Design regfile, sky130hd; sources not shown.
Fig. 1: clock nets
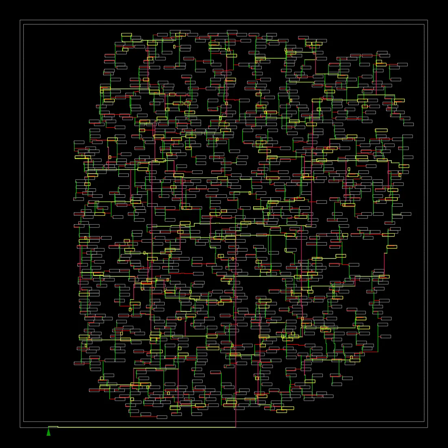
worst skew pair latency: 0.69 ns
Seq Cell Count: 1,008
Num CTS Buffers: 107

Fig. 2: metal layers overlaid
Drawn at 1 px/um.
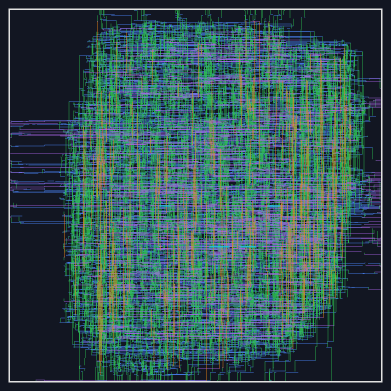
- metal 5: cyan (wire length 51.5 um)
- metal 4: orange (wire length 11,900 um)
- metal 1: blue (wire length 81.4 mm)
- metal 2: green (wire length 93.9 mm)
- metal 3: purple (wire length 30.3 mm)
Total Wirelength: 218 mm
Via Count: 44,500
routed wire length per instance: 35.9 um

Fig. 3: clock network drawn from the DEF
Drawn at 1 px/um.
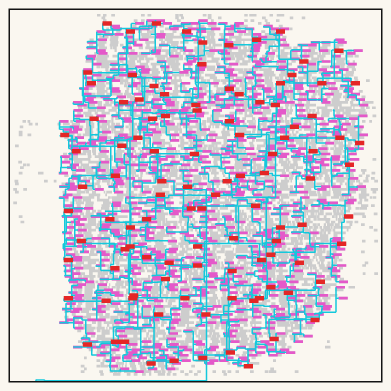
- flip-flops: magenta (count 1,008)
- clock drivers: red (count 107)
- clock wires: cyan (length 13,300 um)
- routed clock nets: 108
Clock net power: 1.23 mW
clock power share: 0.323

Fig. 4: power grid
Drawn at 1 px/um. Pins as bars on the die edge.
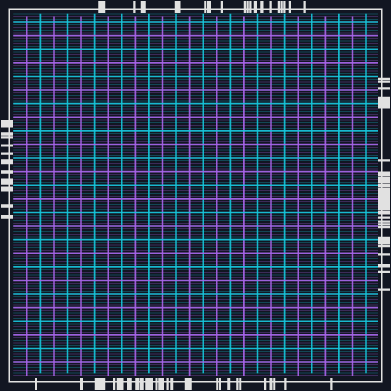
- VDD: cyan
- VSS: purple
- met5 straps: 26
- met1 rails: 134
- met4 straps: 26
- signal pins: 169
VDD IR max: 0.0000459 V
CORE AREA: 132,000 sq um
die width: 371 um
Die Y: 371 um

==> impl_metrics.json <==
{
  "status": "finished, final reports clean",
  "power-top-group": "sequential cells",
  "warnings": 39,
  "drc_errors": 0,
  "period_needed_ns": 12.18,
  "crit_family": "buffers and inverters",
  "largest_register_ff_count": 992,
  "ys_sh_aoi": 0.0625,
  "layout.nets": 4268,
  "num_io_pins": 169,
  "drt-initial-drc-count": 6631,
  "routed-wl-met2_mm": 93.9,
  "place.gp.congestion": 0.859,
  "r2r_setup_slack_ns": 33.07,
  "power.density_nw_per_um2": 54.8,
  "fin_tns_setup_ns": 0,
  "p_leak_nw": 28.3,
  "synth_area_sq_um": 62700,
  "lay_top_count": "mux2_2",
  "synthFlopType": "dfrtp_1",
  "maxCapViolCount": 0,
  "pwr-share-seq": 0.430,
  "grt-ovfl-total": 0,
  "endpoint_kind": "primary output",
  "grt_pass1_vias": 44200,
  "post-route-util": 0.524,
  "yosys_area_sq_um": 62700,
  "diodes": 8,
  "powerSeq_mw": 1.63,
  "yosysWarnings": 0,
  "holdWs_ns": 0.333,
  "tightest_slew_ns": 1.39,
  "grt_util_all_layers": 0.315,
  "grt_pass1_wl_mm": 315,
  "largest_class": "combinational gates",
  "logic_family": "multiplexers",
  "synth.area.mux_share": 0.467,
  "drt.antenna.violating_nets": 0,
  "whs_path_depth": 1,
  "placedCellCount": 5856,
  "sh_comb_area": 0.511,
  "clkCellAreaFrac": 0.0540,
  "firstDrtPassIters": 6,
  "hpwlAfterDp_mm": 120,
  "seqCellArea_sq_um": 25200,
  "wl_met1_mm": 81.4,
  "antenna_found_initial": 10,
  "drive_above_1_share": 0.511,
  "sh_seq_area": 0.365,
  "p_total_mw": 3.79,
  "comb_area_sq_um": 35300,
  "area_leaders": "dfrtp_1 40%, mux4_2 24%, mux2_2 21%",
  "synth-edff-count": 0,
  "cts.sinks": 1008,
  "num-nonclk-inverters": 9,
  "root_buffer": "clkbuf_16",
  "critPathMostFrequentCell": "buf_4",
  "switching_power_mw": 1.10,
  "tap_cells": 1755,
  "highest_layer": "met5",
  "cp.depth": 10,
  "path_max_fanout": 50,
  "required_ns": 31.17,
  "postPlaceCellArea_sq_um": 65400,
  "grt_max_degree": 166,
  "yosysTopAreaCellShare": 0.403,
  "netlist_top_cells_count": "1,153 x mux2_2, 1,008 x dfrtp_1, 673 x mux4_2",
  "tritoncts": "yes",
  "rsz0062_at_grt": "no"
}
Power figures rest on the tool's default switching activity, not on a simulated workload.
